### src/rtl/regfile_wb_arbiter.sv
// regfile_wb_arbiter
// ------------------
// Write-back scheduler for a dual-write-port register file. Three producers
// (ALU lane 0, ALU lane 1, load/mul-div) hand over completed results through a
// valid/ready handshake. Each producer has its own in-order FIFO. Every cycle
// up to two FIFO heads are scheduled onto the two register-file write ports.
//
// Scheduling rules:
//   - Producers are scanned round-robin, starting at rr_ptr.
//   - When several heads target the same register, only the oldest one is
//     eligible, so the two ports never carry the same address in one cycle.
//     Age is judged from a wrap-aware program-order tag.
//   - A head whose destination is r0 is dropped without using a port.
//
// Parameters:
//   FIFO_DEPTH : entries per producer FIFO (power of two, 2..8)
//   TAG_W      : width of the program-order age tag
//
// Ports:
//   clk                 core clock, rising edge
//   rst                 asynchronous active-low reset
//   req_valid[2:0]      per-producer result valid
//   req_ready[2:0]      per-producer FIFO has room (from registered count only)
//   req_rd[14:0]        destination register, 5 bits per producer
//   req_data[95:0]      result data, 32 bits per producer
//   req_tag[3*TAG_W-1:0] age tag, TAG_W bits per producer
//   we1/wr_addr1/wr_data1  registered write port 1
//   we2/wr_addr2/wr_data2  registered write port 2
//   busy                any FIFO non-empty or any write port active
//   stall_cnt[15:0]     only with WB_STALL_CNT_EN: saturating count of cycles
//                       in which a real (non-r0) head was left waiting
//
// Build option: define WB_STALL_CNT_EN to add the stall_cnt output.

module regfile_wb_arbiter #(
  parameter int FIFO_DEPTH = 2,
  parameter int TAG_W      = 4
) (
  input  logic                 clk,
  input  logic                 rst,
  input  logic [2:0]           req_valid,
  output logic [2:0]           req_ready,
  input  logic [14:0]          req_rd,
  input  logic [95:0]          req_data,
  input  logic [3*TAG_W-1:0]   req_tag,
  output logic                 we1,
  output logic [4:0]           wr_addr1,
  output logic [31:0]          wr_data1,
  output logic                 we2,
  output logic [4:0]           wr_addr2,
  output logic [31:0]          wr_data2,
  output logic                 busy
`ifdef WB_STALL_CNT_EN
  ,
  output logic [15:0]          stall_cnt
`endif
);

  localparam int NP    = 3;
  localparam int PTR_W = (FIFO_DEPTH > 1) ? $clog2(FIFO_DEPTH) : 1;
  localparam int CNT_W = PTR_W + 1;
  // Half of the tag space: a forward distance below this means "older".
  localparam logic [TAG_W-1:0] HALF = TAG_W'(1) << (TAG_W - 1);

  typedef struct packed {
    logic [4:0]       rd;
    logic [31:0]      data;
    logic [TAG_W-1:0] tag;
  } wb_entry_t;

  wb_entry_t        mem    [NP][FIFO_DEPTH];
  logic [PTR_W-1:0] wr_ptr [NP];
  logic [PTR_W-1:0] rd_ptr [NP];
  logic [CNT_W-1:0] count  [NP];
  wb_entry_t        head   [NP];

  logic [NP-1:0] push, pop, head_valid, cand, drop, elig, grant;
  logic [1:0]    rr_ptr, rr_next, last_idx;
  logic          sel1_v, sel2_v;
  logic [1:0]    sel1_idx, sel2_idx;
  wb_entry_t     sel1_entry, sel2_entry;

  // a is older than b when b is 1..HALF-1 steps ahead of a (modulo 2^TAG_W).
  function automatic logic is_older(input logic [TAG_W-1:0] a,
                                    input logic [TAG_W-1:0] b);
    logic [TAG_W-1:0] diff;
    diff = b - a;
    return (diff != '0) && (diff < HALF);
  endfunction

  // Does head j win over head i for the same destination? Ties (equal tags,
  // or exactly half the tag space apart) go to the lower producer index so
  // exactly one head of any same-rd pair stays eligible.
  function automatic logic takes_priority(input logic [TAG_W-1:0] tj,
                                          input logic [TAG_W-1:0] ti,
                                          input int j, input int i);
    return is_older(tj, ti) || (!is_older(ti, tj) && (j < i));
  endfunction

  // FIFO status, handshake and head decode.
  // NOTE: every signal driven here gets a default first so no latch is inferred.
  always_comb begin
    req_ready  = '0;
    push       = '0;
    head_valid = '0;
    cand       = '0;
    drop       = '0;
    for (int i = 0; i < NP; i++) begin
      req_ready[i]  = (count[i] < CNT_W'(FIFO_DEPTH));
      push[i]       = req_valid[i] && req_ready[i];
      head_valid[i] = (count[i] != '0);
      head[i]       = mem[i][rd_ptr[i]];
      cand[i]       = head_valid[i] && (head[i].rd != 5'd0);
      drop[i]       = head_valid[i] && (head[i].rd == 5'd0);
    end
  end

  // A candidate is eligible unless another candidate with the same rd wins.
  always_comb begin
    elig = '0;
    for (int i = 0; i < NP; i++) begin
      elig[i] = cand[i];
      for (int j = 0; j < NP; j++) begin
        if (j != i && cand[j] && head[j].rd == head[i].rd &&
            takes_priority(head[j].tag, head[i].tag, j, i))
          elig[i] = 1'b0;
      end
    end
  end

  // Round-robin scan from rr_ptr: first eligible head to port 1, second to port 2.
  always_comb begin
    int idx;
    idx        = 0;
    sel1_v     = 1'b0;
    sel2_v     = 1'b0;
    sel1_idx   = 2'd0;
    sel2_idx   = 2'd0;
    sel1_entry = '0;
    sel2_entry = '0;
    for (int k = 0; k < NP; k++) begin
      idx = int'(rr_ptr) + k;
      if (idx >= NP) idx = idx - NP;
      if (elig[idx]) begin
        if (!sel1_v) begin
          sel1_v     = 1'b1;
          sel1_idx   = 2'(idx);
          sel1_entry = head[idx];
        end else if (!sel2_v) begin
          sel2_v     = 1'b1;
          sel2_idx   = 2'(idx);
          sel2_entry = head[idx];
        end
      end
    end
  end

  // Grants, pops (grants plus silent r0 drops) and the next round-robin start.
  always_comb begin
    grant = '0;
    for (int i = 0; i < NP; i++)
      grant[i] = (sel1_v && sel1_idx == 2'(i)) || (sel2_v && sel2_idx == 2'(i));
    pop      = grant | drop;
    last_idx = sel2_v ? sel2_idx : sel1_idx;
    if (sel1_v)
      rr_next = (last_idx == 2'd2) ? 2'd0 : last_idx + 2'd1;
    else
      rr_next = rr_ptr;
  end

  // NOTE: entry storage carries no reset; the cleared counts make stale
  // contents unreachable, and leaving it unreset keeps it plain RAM.
  always_ff @(posedge clk) begin
    for (int i = 0; i < NP; i++) begin
      if (push[i])
        mem[i][wr_ptr[i]] <= '{rd:   req_rd[5*i +: 5],
                               data: req_data[32*i +: 32],
                               tag:  req_tag[TAG_W*i +: TAG_W]};
    end
  end

  // FIFO pointers and occupancy.
  // NOTE: sequential state uses non-blocking assignments so every register
  // samples the pre-edge values regardless of statement order.
  always_ff @(posedge clk or negedge rst) begin
    if (!rst) begin
      for (int i = 0; i < NP; i++) begin
        wr_ptr[i] <= '0;
        rd_ptr[i] <= '0;
        count[i]  <= '0;
      end
    end else begin
      for (int i = 0; i < NP; i++) begin
        if (push[i]) wr_ptr[i] <= wr_ptr[i] + PTR_W'(1);
        if (pop[i])  rd_ptr[i] <= rd_ptr[i] + PTR_W'(1);
        count[i] <= count[i] + CNT_W'(push[i]) - CNT_W'(pop[i]);
      end
    end
  end

  // Round-robin pointer and registered write ports. An unused port drops its
  // enable but keeps the last address/data.
  always_ff @(posedge clk or negedge rst) begin
    if (!rst) begin
      rr_ptr   <= 2'd0;
      we1      <= 1'b0;
      wr_addr1 <= '0;
      wr_data1 <= '0;
      we2      <= 1'b0;
      wr_addr2 <= '0;
      wr_data2 <= '0;
    end else begin
      rr_ptr <= rr_next;
      we1    <= sel1_v;
      we2    <= sel2_v;
      if (sel1_v) begin
        wr_addr1 <= sel1_entry.rd;
        wr_data1 <= sel1_entry.data;
      end
      if (sel2_v) begin
        wr_addr2 <= sel2_entry.rd;
        wr_data2 <= sel2_entry.data;
      end
    end
  end

  assign busy = (|head_valid) | we1 | we2;

`ifdef WB_STALL_CNT_EN
  // A cycle stalls when some real (non-r0) head is left waiting.
  logic stall_event;
  assign stall_event = |(cand & ~grant);

  always_ff @(posedge clk or negedge rst) begin
    if (!rst)
      stall_cnt <= '0;
    else if (stall_event && stall_cnt != 16'hFFFF)
      stall_cnt <= stall_cnt + 16'd1;
  end
`endif

endmodule

### config.mk
export PLATFORM = sky130hd
export DESIGN_NAME = regfile_wb_arbiter
export DESIGN_NICKNAME = d
export VERILOG_FILES = /design/src/rtl/regfile_wb_arbiter.sv
export SDC_FILE = /design/constraint.sdc
export NUM_CORES = 1
export LEC_CHECK = 0
export CAP_MARGIN = 20
export CORE_UTILIZATION = 25
export DETAILED_ROUTE_END_ITERATION = 10
export SYNTH_ARGS = -nofsm -noshare
export SYNTH_HDL_FRONTEND = slang
export SYNTH_SLANG_ARGS = --single-unit
### constraint.sdc
create_clock -name clk -period 7.71 [get_ports clk]
set_input_delay 0.771 -clock clk [delete_from_list [all_inputs] [get_ports clk]]
set_output_delay 0.771 -clock clk [all_outputs]
set_load 0.02 [all_outputs]
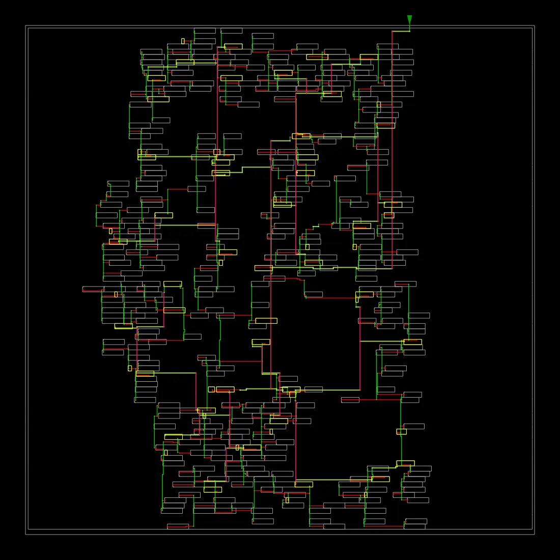
Fig. 1. The clock network.
sequential cell count: 336
Clock Skew: 13.7 ps

==> Changelog: implementation <==
### Metrics

* Slew headroom at 0.253
* Top cells by count, synth: edfxtp_1 (246), nor2_1 (195), mux2i_1 (122), o21ai_0 (114), nand2_1 (96)
* Drt total wl at between 50 and 60 mm
* First DRT Iteration DRCs at 801
* Post-Syn Area at 17000 µm²
* Synth Area in XOR/XNOR at 0.0196
* Synth-to-layout area growth at 24.8%
* Mean Syn Cell Area at approximately 12 µm²
* TNS Setup at 0 ps
* Number of antenna-violating nets in the routed design at 0
* HPWL Detailed at 37.6 mm
* Worst-path fanout max at between 40 and 50
* Clock net sink count at 336
* Placed cells at 2467
* Synth top area share at 0.436
* Hold Violations, Final at 0
* Warnings, synthesis at 0
* Worst-Margin Slew at between 1000 and 1500 ps
* Antenna violations before repair at 3
* DR pass1 iterations at 5
* Post-route setup slack at 2010 ps
* Synthesis area per yosys at 17000 µm²
* Most common reg cell: edfxtp_1
* Post-synth EDFFs at roughly 250
* PortBufs at 207
* Most common logic cell in the routed design: edfxtp_1
* Vias per inst at 4.95
* Dominant cell type by area after synthesis: edfxtp_1
* Post-synth mux share at 0.116
* Endpoint type of the worst setup path: flip-flop
* Hold Path Class: in2async
* Startpoint types: flip-flop
* Met3 wire length at 2.75 mm
* First-pass GRT wire length at 82.0 mm
* Simple share at 0.104
* CTS max path bufs at 3
* WS Path Type: reg2reg
* Die area at approximately 69000 µm²
* Routed wl met2 at ~26 mm
* Post-Synthesis Cells at 1473
* Core Util, Final at 0.315
* Hold_buf cts at 0
* Met3 usage at 0.0258
* Largest net degree at the start of global routing at 84
* CTS root buffer: clkbuf_16
* Gpl congestion at 0.834
* Critical Path RT at 8180 ps
* Clock-pin slew on the worst setup and hold paths at approximately 60 ps
* Grt met2 use at 0.260
* Arrival time worst endpoint at 6170 ps
* Slew Viols, Final at 0
* Setup bufs post-CTS at 0
* Seq cells post-synth at 336
* Asr flop ratio synth at 0.268
* Vias in the first global route at 12700
* Syn_nets at 1630
* Yosys cell count at 1473
* Compound-gate portion of the synthesized area at 0.134
* GRT Total Usage at 0.156
* Status: complete, no violations
* Synth Seq Share at 0.568
* Log Warnings at 36
* # DRC at 0
* CP startpoint: rd_ptr[2]$_DFFE_PN0P_
* Grt ovf at 0
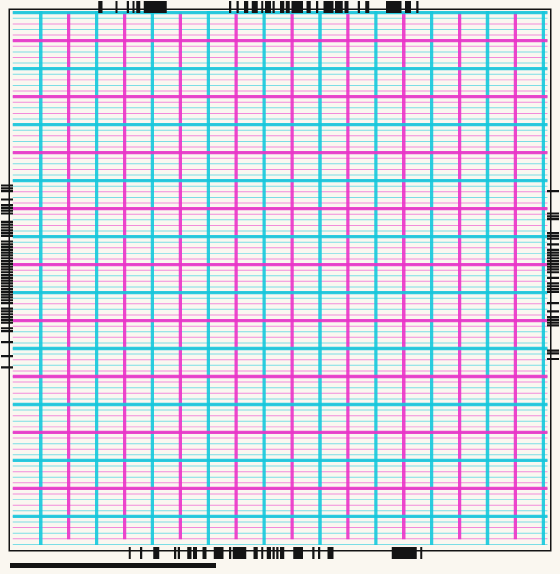
Fig. 2. Floorplan with the power grid.
Bar = 100 µm. Pins as bars on the die edge.
VSS: drawn in cyan. VDD: drawn in magenta.
The core has 95 rows. 208 signal pins sit on the boundary. 19 straps on met4.
Core Footprint: 67200 µm²
die width: 262 µm
Die H: 262 µm

==> per-stage QoR <==
stage                     instance area (µm²)  hold WS, ps
after floorplan                         17000          461
after global placement                  19900          469
after detailed placement                19900          473
after CTS                               21200          304
after global routing                    21200          324
final                                   21200          270
==> layout make-up <==
type,count,area [µm²]
antenna,2,5.00
inverter,34,128
tap,873,1090
timing repair buffer,226,2220
fill,6611,46000
clock buffer,46,980
multi-input combinational,998,6840
clock inverter,19,251
sequential,336,9650
==> final timing paths <==
check / endpoint / slack (ps) / cells after the start
max in group asynchronous: wr_data1[18]$_DFFE_PN0P_ / 6340 / 2
max: wr_data2[27]$_DFFE_PN0P_ / 2010 / 12
min reg2reg: wr_data1[19]$_DFFE_PN0P_ / 490 / 2
max reg2reg: wr_data2[27]$_DFFE_PN0P_ / 2010 / 12
min in group clk: wr_data1[19]$_DFFE_PN0P_ / 490 / 2
min: wr_data1[28]$_DFFE_PN0P_ / 270 / 1
==> worst max-delay path: stages, from the launching register on <==
cell      delay [ps]
dfrtp_4         1000
mux2i_1          400
inv_1            190
fa_1             470
xor2_1           150
nor3b_1          100
nor4_1           270
nand4b_1         210
o311a_1          250
a32oi_2          470
o21a_2           790
maj3_2           950
a221o_1          280
==> sequential cells by signal (all words and copies together) (netlist names) <==
register and cells:
count 6, mem 246, rd_ptr 3, rr_ptr 2, we1 1, we2 1
wr_addr1 5, wr_addr2 5, wr_data1 32, wr_data2 32, wr_ptr 3
